`src/rtl/iccm_byte_loader_pkg.sv`:
```
// Shared types and constants for the ICCM byte loader: FSM states and word geometry.
package loader_pkg;
    localparam int WORD_W         = 32;
    localparam int BYTES_PER_WORD = 4;

    typedef enum logic [2:0] {
        IDLE    = 3'd0,
        COLLECT = 3'd1,
        WRITE   = 3'd2,
        DRAIN   = 3'd3,
        DONE    = 3'd4
    } loader_state_e;
endpackage

```
`src/rtl/iccm_byte_loader_packer.sv`:
```
// Little-endian byte-to-word packer: tracks the next lane and accumulates data and enables.
module byte_word_packer
    import loader_pkg::*;
(
    input  logic                      clk_i,
    input  logic                      rst_ni,
    input  logic                      clear_i,
    input  logic                      load_i,
    input  logic [7:0]                byte_i,
    output logic [1:0]                idx_o,
    output logic [WORD_W-1:0]         wdata_o,
    output logic [BYTES_PER_WORD-1:0] be_o
);
    logic [1:0]                r_idx;
    logic [WORD_W-1:0]         r_wdata;
    logic [BYTES_PER_WORD-1:0] r_be;

    // Clear wins over load; the owning FSM never asserts both in the same cycle.
    always_ff @(posedge clk_i or negedge rst_ni) begin
        if (!rst_ni) begin
            r_idx   <= 2'd0;
            r_wdata <= '0;
            r_be    <= '0;
        end else if (clear_i) begin
            r_idx   <= 2'd0;
            r_wdata <= '0;
            r_be    <= '0;
        end else if (load_i) begin
            r_wdata[8*r_idx +: 8] <= byte_i;
            r_be[r_idx]           <= 1'b1;
            r_idx                 <= r_idx + 2'd1;
        end
    end

    assign idx_o   = r_idx;
    assign wdata_o = r_wdata;
    assign be_o    = r_be;
endmodule

```
`src/rtl/iccm_byte_loader.sv`:
```
// Packs a byte-serial program image into 32-bit words and writes them to the ICCM from word 0.
// Handshakes: a byte moves when byte_valid_i && byte_ready_o at posedge; a write completes when mem_req_o && mem_gnt_i at posedge.
module iccm_byte_loader
    import loader_pkg::*;
#(
    parameter int MEM_AW = 12
) (
    input  logic                      clk_i,
    input  logic                      rst_ni,
    input  logic                      start_i,
    input  logic                      byte_valid_i,
    output logic                      byte_ready_o,
    input  logic [7:0]                byte_data_i,
    input  logic                      byte_last_i,
    output logic                      mem_req_o,
    input  logic                      mem_gnt_i,
    output logic                      mem_we_o,
    output logic [MEM_AW-1:0]         mem_addr_o,
    output logic [WORD_W-1:0]         mem_wdata_o,
    output logic [BYTES_PER_WORD-1:0] mem_be_o,
    output logic                      busy_o,
    output logic                      done_o,
    output logic                      overflow_o,
    output logic [MEM_AW:0]           word_cnt_o,
    output logic [2:0]                dbg_state_o
);
    localparam logic [MEM_AW-1:0] ADDR_MAX = '1;
    localparam logic [MEM_AW:0]   CNT_MAX  = {1'b1, {MEM_AW{1'b0}}};

    loader_state_e     r_state;
    loader_state_e     w_next;
    logic [MEM_AW-1:0] r_addr;
    logic [MEM_AW:0]   r_word_cnt;
    logic              r_last;
    logic              r_overflow;
    logic              w_start;
    logic              w_accept;
    logic              w_collect_ld;
    logic              w_gnt;
    logic [1:0]        w_idx;

    assign w_start      = (r_state == IDLE) && start_i;
    assign w_accept     = byte_valid_i && byte_ready_o;
    assign w_collect_ld = w_accept && (r_state == COLLECT);
    assign w_gnt        = (r_state == WRITE) && mem_gnt_i;

    byte_word_packer u_packer (
        .clk_i   (clk_i),
        .rst_ni  (rst_ni),
        .clear_i (w_start || w_gnt),
        .load_i  (w_collect_ld),
        .byte_i  (byte_data_i),
        .idx_o   (w_idx),
        .wdata_o (mem_wdata_o),
        .be_o    (mem_be_o)
    );

    always_ff @(posedge clk_i or negedge rst_ni) begin
        if (!rst_ni) begin
            r_state <= IDLE;
        end else begin
            r_state <= w_next;
        end
    end

    always_comb begin
        w_next       = r_state;
        byte_ready_o = 1'b0;
        mem_req_o    = 1'b0;
        case (r_state)
            IDLE: begin
                if (start_i) w_next = COLLECT;
            end
            COLLECT: begin
                byte_ready_o = 1'b1;
                if (byte_valid_i && (w_idx == 2'd3 || byte_last_i)) w_next = WRITE;
            end
            WRITE: begin
                mem_req_o = 1'b1;
                if (mem_gnt_i) begin
                    if (r_last)                  w_next = DONE;
                    else if (r_addr == ADDR_MAX) w_next = DRAIN;
                    else                         w_next = COLLECT;
                end
            end
            DRAIN: begin
                byte_ready_o = 1'b1;
                if (byte_valid_i && byte_last_i) w_next = DONE;
            end
            DONE:    w_next = IDLE;
            default: w_next = IDLE;
        endcase
    end

    // Address stops at the top word; an image that still has bytes left spills into DRAIN.
    always_ff @(posedge clk_i or negedge rst_ni) begin
        if (!rst_ni) begin
            r_addr     <= '0;
            r_word_cnt <= '0;
            r_last     <= 1'b0;
            r_overflow <= 1'b0;
        end else if (w_start) begin
            r_addr     <= '0;
            r_word_cnt <= '0;
            r_last     <= 1'b0;
            r_overflow <= 1'b0;
        end else begin
            if (w_collect_ld) r_last <= byte_last_i;
            if (w_gnt) begin
                r_last <= 1'b0;
                if (r_word_cnt != CNT_MAX) r_word_cnt <= r_word_cnt + 1'b1;
                if (!r_last) begin
                    if (r_addr == ADDR_MAX) r_overflow <= 1'b1;
                    else                    r_addr     <= r_addr + 1'b1;
                end
            end
        end
    end

    assign mem_we_o    = mem_req_o;
    assign mem_addr_o  = r_addr;
    assign busy_o      = (r_state != IDLE);
    assign done_o      = (r_state == DONE);
    assign overflow_o  = r_overflow;
    assign word_cnt_o  = r_word_cnt;
    assign dbg_state_o = r_state;
endmodule

```
`config.mk`:
```
export PLATFORM = sky130hd
export DESIGN_NAME = iccm_byte_loader
export DESIGN_NICKNAME = d
export VERILOG_FILES = /design/src/rtl/iccm_byte_loader_pkg.sv /design/src/rtl/iccm_byte_loader_packer.sv /design/src/rtl/iccm_byte_loader.sv
export SDC_FILE = /design/constraint.sdc
export NUM_CORES = 1
export LEC_CHECK = 0
export CAP_MARGIN = 25
export CORE_AREA = 2 2 85 87
export CTS_BUF_LIST = sky130_fd_sc_hd__clkbuf_4
export CTS_CLUSTER_DIAMETER = 200
export DETAILED_ROUTE_END_ITERATION = 7
export DIE_AREA = 0 0 87 89
export GPL_TIMING_DRIVEN = 1
export MAX_ROUTING_LAYER = met4
export PLACE_DENSITY_LB_ADDON = 0.25
export REMOVE_ABC_BUFFERS = 1
export SETUP_SLACK_MARGIN = 0.3
export SYNTH_ARGS = -nofsm -noshare
export SYNTH_HDL_FRONTEND = slang
export SYNTH_SLANG_ARGS = --single-unit
```
`constraint.sdc`:
```
create_clock -name clk_i -period 3.22 [get_ports clk_i]
set_input_delay 0.644 -clock clk_i [delete_from_list [all_inputs] [get_ports clk_i]]
set_output_delay 0.644 -clock clk_i [all_outputs]
set_load 0.02 [all_outputs]
```
Fig. 1: signal metal coverage by tile
17 x 18 tiles, from black (low) to pale yellow (high), scaled to the fullest tile. Values are wire area over tile area, all layers added.
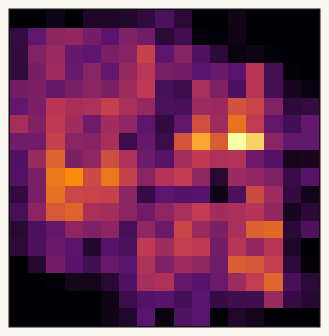
13% of the tiles are nearly empty. The emptiest ninth of the die: bottom left. The densest ninth of the die: left middle. The fullest tile reaches 0.59. The mean over all tiles is 0.17. 14% of the tiles are over half the peak.

Fig. 2: cell placement
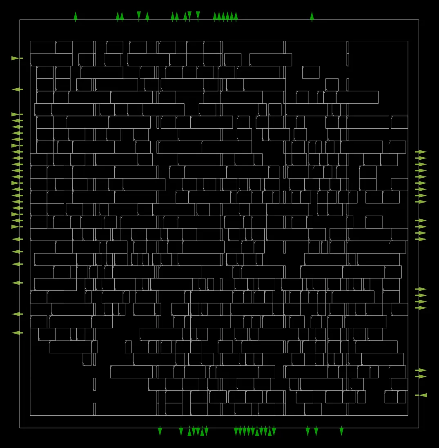
number of sequential cells: 68
n_taps: 80
number of inserted filler cells in the final layout: 561

[cells in the mapped netlist, types with 8 or more instances]
| cell | instances |
|---|---|
| sky130_fd_sc_hd__dfrtp_1 | 68 |
| sky130_fd_sc_hd__nand3_1 | 10 |
| sky130_fd_sc_hd__nor2_1 | 15 |
| sky130_fd_sc_hd__nand2_1 | 17 |
| sky130_fd_sc_hd__o31ai_1 | 10 |
| sky130_fd_sc_hd__a21oi_1 | 22 |
| sky130_fd_sc_hd__nand4_1 | 9 |
| sky130_fd_sc_hd__inv_1 | 11 |
| sky130_fd_sc_hd__a22o_1 | 29 |
| sky130_fd_sc_hd__o21ai_0 | 8 |
| sky130_fd_sc_hd__ha_1 | 9 |
| sky130_fd_sc_hd__or4_1 | 9 |
==> GITHUB_STEP_SUMMARY <==
## PnR job results

| Metric | Value |
|---|---|
| Total iterations of the first detailed-routing run | `4` |
| Post-route clock skew | `20.11 ps` |
| Global Route Usage Sum | `22.75%` |
| Count of endpoints failing setup in the final report | `0` |
| Worst Setup Path Type | `flip-flop to primary output` |
| Main kind of combinational logic by area | `simple AND/OR/NAND/NOR gates` |
| Total internal power | `0.001721 W` |
| Status | `finished, final reports clean` |
| Levels on crit path | `2` |
| # diodes | `0` |
| Final worst-path cycle share | `80.82%` |
| Final sum of negative setup slack | `0 ps` |
| Critical path data arrival time | `1960 ps` |
| Number of rows created at floorplan | `30` |
| Total net switching power | `0.001216 W` |
| Reg2Reg Depth | `4` |
| Mean post-synth cell area | `10.87 um^2` |
| Total gr overflow | `0` |
| Total routed wire length on the met1 layer | `3755 um` |
| Sequential Area | `1702 um^2` |
| Post-synthesis cell count | `304` |
| CTS resizes | `0` |
| Share of final-layout standard cells stronger than drive strength 1 | `8.163%` |
| Clock Tree Buf Depth | `2` |
| Largest net degree at the start of global routing | `69` |
| Count of library flops with an enable pin | `0` |
| GR Util met1 | `30.65%` |
| Xor/xnor cell area share of the yosys netlist | `0.7949%` |
| Count of nets left with antenna violations after detail routing | `0` |
| Number of warning messages in the logs | `31` |
| Required time reported for the critical path endpoint | `2580 ps` |
| Crit. Startpoint | `dbg_state_o[1]` |
| Multi-input combinational area share | `34.10%` |
| Post-synthesis cell area | `3306 um^2` |
| Highest-count cells in the layout ignoring fill and taps | `82 x sky130_fd_sc_hd__clkdlybuf4s50_1, 68 x sky130_fd_sc_hd__dfrtp_1, 29 x sky130_fd_sc_hd__a22o_1` |
| Die Footprint | `7743 um^2` |
| Flop and latch count out of synthesis | `68` |
| Standard cell with the maximum stage delay on the critical path | `sky130_fd_sc_hd__clkdlybuf4s50_1` |
| Sum of net half-perimeters after detailed placement | `5725 um` |
| Adders+Majority by Area | `3.407%` |
| Inverters | `11` |
| Seq power | `0.00115 W` |
| Net switching fraction of the power | `41.40%` |
| Critical-path maximum fanout | `11` |
Power and IR drop assume default switching activity.
